## config.mk

```make
export PLATFORM = sky130hd
export DESIGN_NAME = regfile_port_arbiter
export DESIGN_NICKNAME = d
export VERILOG_FILES = /design/src/rtl/regfile_pkg.sv /design/src/rtl/rr_arbiter.sv /design/src/rtl/regfile_port_arbiter.sv
export SDC_FILE = /design/constraint.sdc
export NUM_CORES = 1
export LEC_CHECK = 0
export CAP_MARGIN = 5
export CORE_UTILIZATION = 40
export DETAILED_ROUTE_END_ITERATION = 16
export PLACE_DENSITY_LB_ADDON = 0.2
export SLEW_MARGIN = 20
export SYNTH_ARGS = -nofsm -noshare
export SYNTH_HDL_FRONTEND = slang
export SYNTH_SLANG_ARGS = --single-unit
export TNS_END_PERCENT = 50
```

## constraint.sdc

```tcl
create_clock -name clk -period 4.7 [get_ports clk]
set_input_delay 1.41 -clock clk [delete_from_list [all_inputs] [get_ports clk]]
set_output_delay 1.41 -clock clk [all_outputs]
set_load 0.02 [all_outputs]
```

## src/rtl/regfile_pkg.sv

```systemverilog
// Shared definitions for the register file and the blocks that drive it.
package regfile_pkg;

    localparam int unsigned RF_AW  = 5;
    localparam int unsigned RF_DW  = 16;
    localparam int unsigned SEL_W  = 3;

    typedef enum logic [SEL_W-1:0] {
        SEL_IDLE  = 3'b000,
        SEL_WRITE = 3'b001,
        SEL_READ  = 3'b010
    } sel_e;

endpackage

```

## src/rtl/rr_arbiter.sv

```systemverilog
// Combinational round-robin arbiter with a single-requester priority override.
module rr_arbiter #(
    parameter int unsigned NREQ = 4,
    parameter int unsigned IW   = $clog2(NREQ)
) (
    input  logic [NREQ-1:0] i_req,
    input  logic [IW-1:0]   i_ptr,
    input  logic            i_ovr_en,
    input  logic [IW-1:0]   i_ovr_idx,
    output logic [NREQ-1:0] o_grant_c,
    output logic [IW-1:0]   o_idx_c
);

    logic          w_found;
    logic [IW-1:0] w_cand;

    // Override wins only while its requester is still asking; otherwise scan from ptr+1.
    always_comb begin
        o_grant_c = '0;
        o_idx_c   = '0;
        w_found   = 1'b0;
        w_cand    = '0;
        if (i_ovr_en && i_req[i_ovr_idx]) begin
            o_grant_c[i_ovr_idx] = 1'b1;
            o_idx_c              = i_ovr_idx;
        end else begin
            for (int unsigned k = 1; k <= NREQ; k++) begin
                w_cand = IW'((32'(i_ptr) + k) % NREQ);
                if (!w_found && i_req[w_cand]) begin
                    w_found           = 1'b1;
                    o_grant_c[w_cand] = 1'b1;
                    o_idx_c           = w_cand;
                end
            end
        end
    end

endmodule

```

## src/rtl/regfile_port_arbiter.sv

```systemverilog
// Shares the register file between NREQ requesters: round-robin grant with
// bounded locking, registered regfile drive and a tagged read-response pipeline.
module regfile_port_arbiter
    import regfile_pkg::*;
#(
    parameter int unsigned NREQ     = 4,
    parameter int unsigned AW       = RF_AW,
    parameter int unsigned DW       = RF_DW,
    parameter int unsigned LOCK_MAX = 8
) (
    input  logic                     clk,
    input  logic                     rst_n,
    input  logic [NREQ-1:0]          ReqValid,
    input  logic [NREQ-1:0]          ReqWrite,
    input  logic [NREQ-1:0]          ReqLock,
    input  logic [NREQ*AW-1:0]       ReqAddr,
    input  logic [NREQ*DW-1:0]       ReqData,
    output logic [NREQ-1:0]          ReqReady,
    output logic                     RespValid,
    output logic [$clog2(NREQ)-1:0]  RespId,
    output logic [DW-1:0]            RespData,
    output logic [AW-1:0]            ReadRegister1,
    output logic [AW-1:0]            WriteRegister,
    output logic [DW-1:0]            WriteData,
    output logic [SEL_W-1:0]         Sel,
    input  logic [DW-1:0]            ReadData1,
    output logic [AW-1:0]            ReadRegister2
);

    localparam int unsigned IW = $clog2(NREQ);
    localparam int unsigned CW = 8;

    logic [IW-1:0]   r_ptr;
    logic [CW-1:0]   r_lock_cnt;
    logic            r_lock_vld;
    sel_e            r_sel;
    logic [AW-1:0]   r_rd_reg;
    logic [AW-1:0]   r_wr_reg;
    logic [DW-1:0]   r_wr_data;
    logic            r_resp_valid;
    logic [IW-1:0]   r_resp_id;
    logic [DW-1:0]   r_resp_data;

    logic [NREQ-1:0] w_grant;
    logic [IW-1:0]   w_gidx;
    logic            w_xfer;
    logic            w_ovr_en;
    logic            w_lock_hit;
    logic [AW-1:0]   w_addr;
    logic [DW-1:0]   w_data;

    // Lock holds priority only for the arbitration right after a locked grant, up to LOCK_MAX in a row.
    assign w_ovr_en = r_lock_vld && (r_lock_cnt < CW'(LOCK_MAX));

    rr_arbiter #(
        .NREQ (NREQ),
        .IW   (IW)
    ) u_rr_arbiter (
        .i_req     (ReqValid),
        .i_ptr     (r_ptr),
        .i_ovr_en  (w_ovr_en),
        .i_ovr_idx (r_ptr),
        .o_grant_c (w_grant),
        .o_idx_c   (w_gidx)
    );

    assign w_xfer     = |w_grant;
    assign w_lock_hit = w_xfer && w_ovr_en && (w_gidx == r_ptr);
    assign w_addr     = ReqAddr[32'(w_gidx)*AW +: AW];
    assign w_data     = ReqData[32'(w_gidx)*DW +: DW];

    // Ptr and lock bookkeeping plus the registered regfile drive.
    always_ff @(posedge clk or negedge rst_n) begin
        if (!rst_n) begin
            r_ptr      <= IW'(NREQ - 1);
            r_lock_cnt <= '0;
            r_lock_vld <= 1'b0;
            r_sel      <= SEL_IDLE;
            r_rd_reg   <= '0;
            r_wr_reg   <= '0;
            r_wr_data  <= '0;
        end else if (w_xfer) begin
            r_ptr      <= w_gidx;
            r_lock_vld <= ReqLock[w_gidx];
            r_lock_cnt <= w_lock_hit ? (r_lock_cnt + CW'(1)) :
                          (ReqLock[w_gidx] ? CW'(1) : CW'(0));
            r_sel      <= ReqWrite[w_gidx] ? SEL_WRITE : SEL_READ;
            r_rd_reg   <= w_addr;
            r_wr_reg   <= w_addr;
            r_wr_data  <= w_data;
        end else begin
            r_lock_vld <= 1'b0;
            r_lock_cnt <= '0;
            r_sel      <= SEL_IDLE;
        end
    end

    // Read response: Ptr still names the requester during its SEL_READ cycle.
    always_ff @(posedge clk or negedge rst_n) begin
        if (!rst_n) begin
            r_resp_valid <= 1'b0;
            r_resp_id    <= '0;
            r_resp_data  <= '0;
        end else begin
            r_resp_valid <= (r_sel == SEL_READ);
            if (r_sel == SEL_READ) begin
                r_resp_id   <= r_ptr;
                r_resp_data <= ReadData1;
            end
        end
    end

    assign ReqReady      = w_grant & {NREQ{rst_n}};
    assign RespValid     = r_resp_valid;
    assign RespId        = r_resp_id;
    assign RespData      = r_resp_data;
    assign ReadRegister1 = r_rd_reg;
    assign WriteRegister = r_wr_reg;
    assign WriteData     = r_wr_data;
    assign Sel           = r_sel;
    assign ReadRegister2 = '0;

endmodule
```

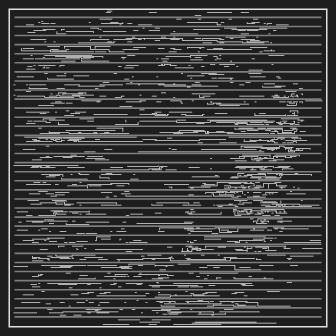
(images/met1.png)
Supply wires on this layer in grey.
The longest straight run is 37.7 µm. 477 nets have wire on it. The wires run mostly horizontal.
met1 Usage GRT: 24.8%
via count: 2820

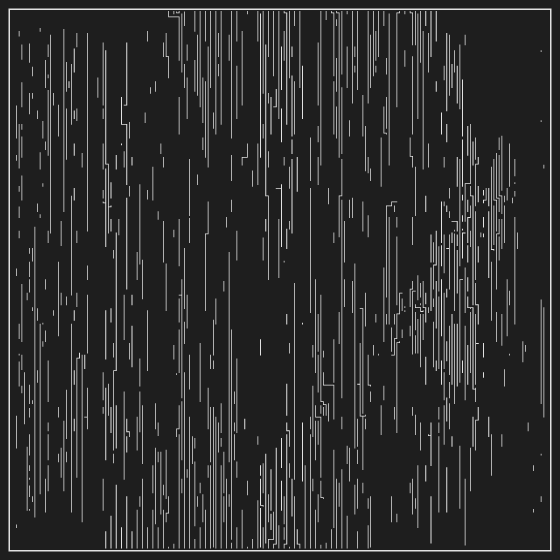
(images/met2.png)
The layer carries 4400 µm of wire. The longest straight run is 50.8 µm. 498 nets have wire on it. The layer holds 51% of the routed length.

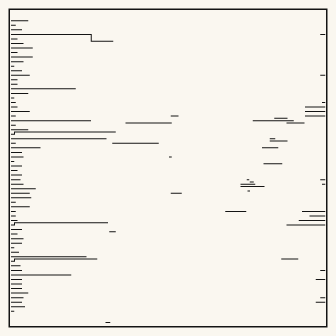
(images/met3.png)
The longest straight run is 30.1 µm. 95 nets have wire on it. The layer carries 553 µm of wire. The layer holds 6.5% of the routed length. The wires run mostly horizontal.

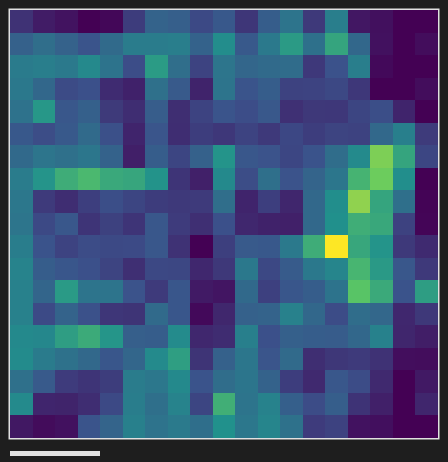
(images/wire_density.png)
Bar = 20 µm. 19 x 19 tiles, from dark purple (low) to yellow (high), scaled to the fullest tile. Values are wire area over tile area, all layers added.
The mean over all tiles is 0.15. 4.7% of the tiles are nearly empty. The densest ninth of the die: east. 9.7% of the tiles are over half the peak. The fullest tile reaches 0.54.
Routed WL: 8560 µm
Total Routing Usage GR: 20.1%

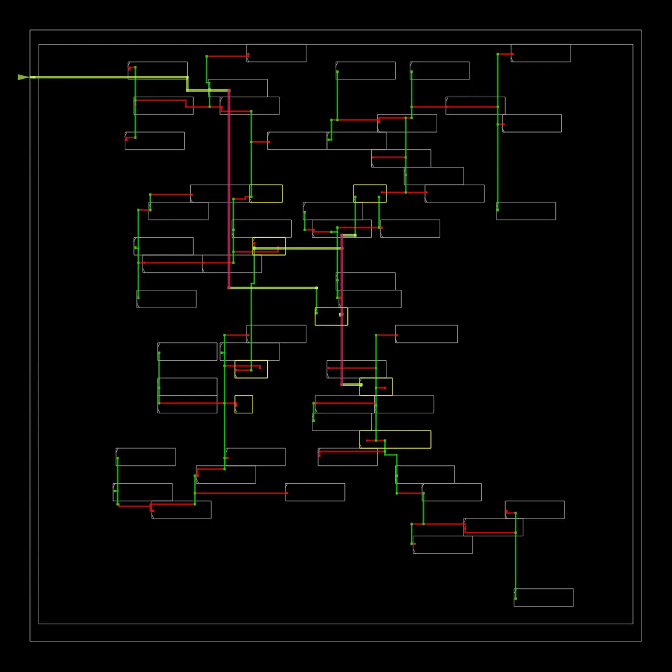
(images/final_clocks.png)
Clock Buffer Count: 6
clk sinks: 53
worst clock skew: 0.00623 ns
Num CTS Buffers: 5
Power Clock: 0.000318 W

==> out/metrics.cfg <==
[status]
status = finished, final reports clean

[grt]
grt_pass1_wl_um = 14000
antenna_found_initial = 0

[cts]
path_clk_slew_ns = 0.09
cts_max_path_buffers = 2
ctsHtreeMaxLevel = 2
cts_tree = done
insertion_delay_ns = 0.30
cts_hold_buf = 0
cts_root_buf = clkbuf_8

[critical_path]
slowest_delay_ns = 0.54
crit_top_cell = a22oi_1
crit_required_ns = 3.29
crit_slowest_cell = mux4_2
crit_path_start_kind = input pin
cp.arrival_ns = 3.12

[timing]
drv_slew = 0
finalClockPeriodUsage_pct = 96.3
hold_viol = 0
setup_viol = 0

[die]
fp_util_pct = 41.6
ios = 171
die_area_um2 = 8970
num_rows = 33

[yosys]
synthesis.area_um2 = 3440
top_area_share_pct = 37.1
ys_ff = 53
top_cell = mux2i_1
yosysCellCount = 274
synthTopCellsByArea = dfrtp_1 (37%), mux2i_1 (20%), mux2_2 (13%)
yosys.area.top_type = dfrtp_1

[cells_and_area]
final_layout_size_suffix_gt1_share_pct = 22.3
area_growth_pct = 55.5
fin_area_um2 = 5340

[drt]
wl_met2_um = 4400
drc = 0
avgRoutedWirePerCell_um = 15.3

[power]
ir_drop_uv = 314
power_density_nw_per_um2 = 767

[job]
warning_count = 33

[place]
dpl.cell_count = 549
dpl.hpwl_um = 6900

==> metal layers <==
| layer | GRT usage (%) | vias to the layer above |
|---|---|---|
| li1 | - | 1343 |
| met1 | 24.8 | 1353 |
| met2 | 35.1 | 112 |
| met3 | 4.99 | 12 |
| met4 | 4.80 | 0 |
| met5 | 0 | - |
==> final cells by class <==
cell class	count	area [µm²]
fill	694	2910
clock buffer	6	82.6
inverter	3	11.3
tap	105	131
multi-input combinational	201	1940
sequential	53	1330
clock inverter	2	37.5
timing repair buffer	188	1810
==> registers in the layout, indices dropped and copies added, names as in the netlist <==
name,flops
r_ptr,2
r_lock_vld,1
r_lock_cnt,8
RespId,2
RespValid,1
Sel,2
WriteData,16
WriteRegister,5
RespData,16
==> report_power, final <==
| group | leakage (nW) | switching (W) | internal (W) |
|---|---|---|---|
| combinational | 1.64 | 0.00138 | 0.00157 |
| sequential | 0.630 | 0.000131 | 0.000697 |
| clock | 0.0574 | 0.000145 | 0.000173 |
==> per-stage QoR <==
stage | TNS, ns | worst slack (ns) | total power (W)
floorplan | 0 | 0.426 | 0.00296
global placement | -1.72 | -0.475 | 0.00374
detailed placement | -2.02 | -0.560 | 0.00379
CTS | 0 | 0.0178 | 0.00412
global route | 0 | 0.0926 | 0.00440
finish | 0 | 0.173 | 0.00410
==> cells in the final DEF, fill, tap and decap left out, drive strengths merged, types with 4 or more instances in the layout <==
cell,synthesis,final
nand2,8,8
dfrtp,51,51
mux2,44,44
mux2i,69,69
clkdlybuf4s50,0,155
clkbuf,1,6
a22oi,9,9
nor2,4,4
nor2b,6,6
o21ai,5,5
a21oi,5,5
ha,9,9
buf,25,29
conb,1,10
==> critical path: cells and delay by family <==
| family | cells | cell delay [ns] |
|---|---|---|
| simple gates | 1 | 0.06 |
| compound gates | 3 | 0.46 |
| buf+inv | 3 | 0.64 |
| mux | 1 | 0.54 |
==> repair_timing <==
| item | 4_1_cts | 5_1_grt |
|---|---|---|
| gates resized | 23 | 4 |
| setup endpoints to repair | 4 | 4 |
| buffers inserted | 0 | 1 |
| pin swaps | 1 | 4 |
==> kinds of logic after synthesis <==
group / count (synthesis) / synth area share, %
buf+inv: 29 / 6.55
xor+xnor: 2 / 0.510
simple gates: 31 / 5.10
flops: 53 / 38.7
compound gates: 33 / 8.52
fa+ha+maj: 9 / 3.28
other cells: 1 / 0.109
mux: 116 / 37.3
==> path summary, 6_finish.rpt <==
| check | start | end | slack (ns) | cells past startpoint |
|---|---|---|---|---|
| worst max register to register | r_ptr[1] | WriteData[15] | 1.23 | 10 |
| worst min register to register | RespId[0] | RespId[0] | 0.51 | 1 |
| max in group asynchronous | rst_n | WriteRegister[1] | 2.95 | 2 |
| worst min-delay path | RespId[0] | RespId[0] | 0.51 | 1 |
| min in group asynchronous | rst_n | RespData[0] | 1.32 | 2 |
| worst max-delay path | ReqValid[1] | ReqReady[3] | 0.17 | 8 |
Power and IR drop assume default switching activity.
